`src/rtl/inst_decode_pkg.sv`:
```
// Shared opcode constants, instruction class enum and decoded-record type
// for the instruction decode stage.
package inst_decode_pkg;

  localparam logic [5:0] OP_RTYPE = 6'h00;
  localparam logic [5:0] OP_J     = 6'h02;
  localparam logic [5:0] OP_JAL   = 6'h03;
  localparam logic [5:0] OP_BEQ   = 6'h04;
  localparam logic [5:0] OP_BNE   = 6'h05;
  localparam logic [5:0] OP_BLEZ  = 6'h06;
  localparam logic [5:0] OP_BGTZ  = 6'h07;
  localparam logic [5:0] OP_ANDI  = 6'h0C;
  localparam logic [5:0] OP_ORI   = 6'h0D;
  localparam logic [5:0] OP_XORI  = 6'h0E;
  localparam logic [5:0] OP_LUI   = 6'h0F;

  typedef enum logic [1:0] {
    IT_R = 2'd0,
    IT_I = 2'd1,
    IT_J = 2'd2
  } itype_t;

  typedef struct packed {
    itype_t      itype;
    logic [5:0]  opcode;
    logic [4:0]  rs;
    logic [4:0]  rt;
    logic [4:0]  rd;
    logic [4:0]  shamt;
    logic [5:0]  funct;
    logic [31:0] imm_ext;
    logic [25:0] address;
  } dec_t;

endpackage

```
`src/rtl/inst_field_decode.sv`:
```
// Combinational MIPS-32 field splitter: instruction word -> decoded record.
// Optional macro INST_DECODE_TARGET_EN adds a next-PC candidate output.
module inst_field_decode
  import inst_decode_pkg::*;
#(
  parameter int unsigned PC_W = 32
) (
  input  logic [31:0]     instruction,
`ifdef INST_DECODE_TARGET_EN
  input  logic [PC_W-1:0] p_count,
  output logic [31:0]     target,
`endif
  output dec_t            dec
);

  logic [5:0]  op;
  logic [15:0] imm;

  assign op  = instruction[31:26];
  assign imm = instruction[15:0];

  // Classify the opcode and fill only the fields its format defines.
  always_comb begin
    dec        = '0;
    dec.opcode = op;
    case (op)
      OP_RTYPE: begin
        dec.itype = IT_R;
        dec.rs    = instruction[25:21];
        dec.rt    = instruction[20:16];
        dec.rd    = instruction[15:11];
        dec.shamt = instruction[10:6];
        dec.funct = instruction[5:0];
      end
      OP_J, OP_JAL: begin
        dec.itype   = IT_J;
        dec.address = instruction[25:0];
      end
      default: begin
        dec.itype = IT_I;
        dec.rs    = instruction[25:21];
        dec.rt    = instruction[20:16];
        case (op)
          OP_ANDI, OP_ORI, OP_XORI: dec.imm_ext = {16'h0000, imm};
          OP_LUI:                   dec.imm_ext = {imm, 16'h0000};
          default:                  dec.imm_ext = {{16{imm[15]}}, imm};
        endcase
      end
    endcase
  end

`ifdef INST_DECODE_TARGET_EN
  logic [31:0] pc4;
  logic [31:0] br_off;

  assign pc4    = 32'(p_count) + 32'd4;
  assign br_off = {{14{imm[15]}}, imm, 2'b00};

  // Next-PC candidate: jump region, branch offset, or fall-through.
  always_comb begin
    target = pc4;
    case (op)
      OP_J, OP_JAL:                     target = {pc4[31:28], instruction[25:0], 2'b00};
      OP_BEQ, OP_BNE, OP_BLEZ, OP_BGTZ: target = pc4 + br_off;
      default:                          target = pc4;
    endcase
  end
`endif

endmodule

```
`src/rtl/inst_decode_stage.sv`:
```
// Buffered MIPS-32 decode stage: decodes on push and holds records in a
// DEPTH-entry FIFO between fetch and register-read.
// Optional macro INST_DECODE_TARGET_EN adds the stored target field/port.
module inst_decode_stage
  import inst_decode_pkg::*;
#(
  parameter int unsigned DEPTH = 4,
  parameter int unsigned PC_W  = 32
) (
  input  logic            clk,
  input  logic            reset,
  input  logic            in_valid,
  output logic            in_ready,
  input  logic [31:0]     instruction,
  input  logic [PC_W-1:0] p_count,
  input  logic            flush,
  output logic            out_valid,
  input  logic            out_ready,
  output logic [1:0]      itype,
  output logic [5:0]      opcode,
  output logic [4:0]      rs,
  output logic [4:0]      rt,
  output logic [4:0]      rd,
  output logic [4:0]      shamt,
  output logic [5:0]      funct,
  output logic [31:0]     imm_ext,
  output logic [25:0]     address,
`ifdef INST_DECODE_TARGET_EN
  output logic [31:0]     target,
`endif
  output logic [PC_W-1:0] pc_out
);

  localparam int unsigned AW = (DEPTH > 1) ? $clog2(DEPTH) : 1;

  dec_t            dec_in;
  dec_t            mem   [DEPTH];
  logic [PC_W-1:0] pcmem [DEPTH];
  logic [AW-1:0]   wr_ptr;
  logic [AW-1:0]   rd_ptr;
  logic [AW:0]     count;
  logic            push;
  logic            pop;
  dec_t            head;

`ifdef INST_DECODE_TARGET_EN
  logic [31:0] tgt_in;
  logic [31:0] tgtmem [DEPTH];

  inst_field_decode #(.PC_W(PC_W)) u_dec (
    .instruction (instruction),
    .p_count     (p_count),
    .target      (tgt_in),
    .dec         (dec_in)
  );
`else
  inst_field_decode #(.PC_W(PC_W)) u_dec (
    .instruction (instruction),
    .dec         (dec_in)
  );
`endif

  assign in_ready  = (count < (AW+1)'(DEPTH));
  assign out_valid = (count != '0);
  assign push      = in_valid && in_ready;
  assign pop       = out_valid && out_ready;

  // Pointer and occupancy bookkeeping; flush outranks push and pop.
  always_ff @(posedge clk or posedge reset) begin
    if (reset) begin
      wr_ptr <= '0;
      rd_ptr <= '0;
      count  <= '0;
    end else if (flush) begin
      wr_ptr <= '0;
      rd_ptr <= '0;
      count  <= '0;
    end else begin
      if (push) wr_ptr <= wr_ptr + 1'b1;
      if (pop)  rd_ptr <= rd_ptr + 1'b1;
      case ({push, pop})
        2'b10:   count <= count + 1'b1;
        2'b01:   count <= count - 1'b1;
        default: count <= count;
      endcase
    end
  end

  // Record storage; contents are only observable through the valid-gated head.
  always_ff @(posedge clk) begin
    if (push && !flush) begin
      mem[wr_ptr]   <= dec_in;
      pcmem[wr_ptr] <= p_count;
`ifdef INST_DECODE_TARGET_EN
      tgtmem[wr_ptr] <= tgt_in;
`endif
    end
  end

  // Head outputs read zero whenever the FIFO is empty.
  always_comb begin
    head = '0;
    if (out_valid) head = mem[rd_ptr];
  end

  assign itype   = head.itype;
  assign opcode  = head.opcode;
  assign rs      = head.rs;
  assign rt      = head.rt;
  assign rd      = head.rd;
  assign shamt   = head.shamt;
  assign funct   = head.funct;
  assign imm_ext = head.imm_ext;
  assign address = head.address;
  assign pc_out  = out_valid ? pcmem[rd_ptr] : '0;
`ifdef INST_DECODE_TARGET_EN
  assign target  = out_valid ? tgtmem[rd_ptr] : '0;
`endif

endmodule
```
`config.mk`:
```
export PLATFORM = sky130hd
export DESIGN_NAME = inst_decode_stage
export DESIGN_NICKNAME = d
export VERILOG_FILES = /design/src/rtl/inst_decode_pkg.sv /design/src/rtl/inst_field_decode.sv /design/src/rtl/inst_decode_stage.sv
export SDC_FILE = /design/constraint.sdc
export NUM_CORES = 1
export LEC_CHECK = 0
export ABC_AREA = 0
export CAP_MARGIN = 20
export CORE_MARGIN = 1
export CORE_UTILIZATION = 37
export CTS_BUF_LIST = sky130_fd_sc_hd__clkbuf_4 sky130_fd_sc_hd__clkbuf_8
export DETAILED_ROUTE_END_ITERATION = 10
export PLACE_DENSITY = 0.66
export SYNTH_ARGS = -nofsm -noshare
export SYNTH_HDL_FRONTEND = slang
export SYNTH_SLANG_ARGS = --single-unit
```
`constraint.sdc`:
```
create_clock -name clk -period 13.12 [get_ports clk]
set_input_delay 2.624 -clock clk [delete_from_list [all_inputs] [get_ports clk]]
set_output_delay 2.624 -clock clk [all_outputs]
set_load 0.1 [all_outputs]
```
### Clock wires, drivers and flops

Scale bar: 50 um.
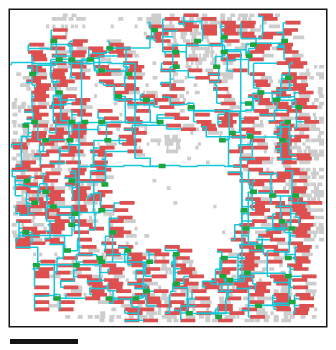
[clock wires] cyan | length: 6,310 um
[clock drivers] green | count: 84
[flip-flops] red | count: 503
flops lie: spread over the die
routed clock nets: 85
clk ins delay skew pair: 0.65 ns
Clock Skew: 0.03538 ns
Power Clock: 1.35 mW

### Signal wires on met3

Scale bar: 50 um.
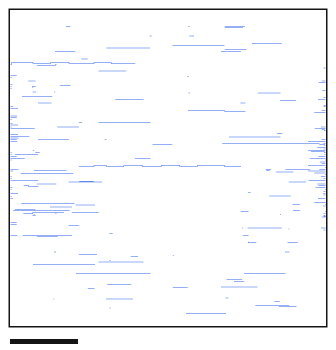
nets with wire on the layer: 134
main direction: horizontal
wire length on this layer: 2,040 um
detailed-route via count: 9,875
Detailed Route WL: 44.05 mm
grt met3 use: 3.417%

==> summary.txt <==
Cells after Synth: 958
Status: finished with violations
WP data required: 10.50 ns
Failing checks: DRC
CP top delay family: buffers and inverters
Count of final setup violators: 0
Worst path slowest cell: dfrtp_4
RSZ-0062 raised after global routing: no
R2r endpoint: mem[0][88]
FFs w/ async S/R, synth: 1.392%
Most used flip-flop cell: edfxtp_1
FP Util: 37.66%
Worst slew pin tran: 1.057 ns
Post-route DRC: 6
Sequential area share after synthesis: 75.84%
Root buf cell: clkbuf_8
Ys Warns: 0
CTS resizes: 0
Hold-fix buffers, CTS: 0
Share of cells above drive strength 1: 22.61%
Worst Hold Launch: wr_ptr[1]
Psw: 1.513 mW
Avg WL per Cell: 22.55 um
[sequential cells by signal, indices dropped and copies added, names as in the netlist]
name and flops:
count 3, pcmem 128, rd_ptr 2, wr_ptr 2, mem 368
[layer usage]
layer,vias to the layer above,GRT usage [%],part of all wire (%)
met1,5213,21.26,42
met5,-,0,0
met3,54,3.417,4.6
li1,4331,-,-
met4,0,6.514,2.4
met2,277,27.27,51
[worst min-delay path, cell delays in order, from the launching register on]
cell and delay [ns]:
dfrtp_1 0.41, nand2_1 0.07, a21oi_1 0.07
[per-stage QoR]
stage | hold WS, ns | worst slack [ns] | cells
final | 0.5949 | 6.125 | 1953
after global routing | 0.6469 | 5.751 | 1953
after CTS | 0.5971 | 5.878 | 1952
after detailed placement | 0.5901 | 6.599 | 1801
after global placement | 0.5562 | 6.633 | 1801
after floorplan | 0.5425 | 6.789 | 958
[layout by cell type (no fill, tap or decap), types with 8 or more instances in the layout]
cell type,count
clkdlybuf4s50_1,194
edfxtp_1,496
mux4_2,124
and2_1,156
and3_1,26
nor2_1,11
a21o_1,16
buf_4,17
clkbuf_8,88
clkinv_1,19
clkinv_2,9
clkbuf_4,29
nor2b_1,12
nand2_1,8
[power groups by stage]
stage / clock (mW) / combinational [mW] / sequential [mW]
after floorplan: 0 / 0.945 / 1.87
after global placement: 0 / 1.22 / 1.89
after detailed placement: 0 / 1.22 / 1.89
after CTS: 1.39 / 1.22 / 1.86
after global routing: 1.46 / 1.25 / 1.86
final: 1.35 / 1.21 / 1.85
[area by class of cell]
type | instances | area (um2) | share of cell area (%)
sequential | 503 | 15080 | 62.22
multi-input combinational | 395 | 4561 | 18.82
timing repair buffer | 212 | 2081 | 8.586
clock buffer | 117 | 1429 | 5.896
tap | 688 | 860.8 | 3.552
clock inverter | 34 | 210.2 | 0.8674
inverter | 4 | 15.01 | 0.06196
Power figures rest on the tool's default switching activity, not on a simulated workload.
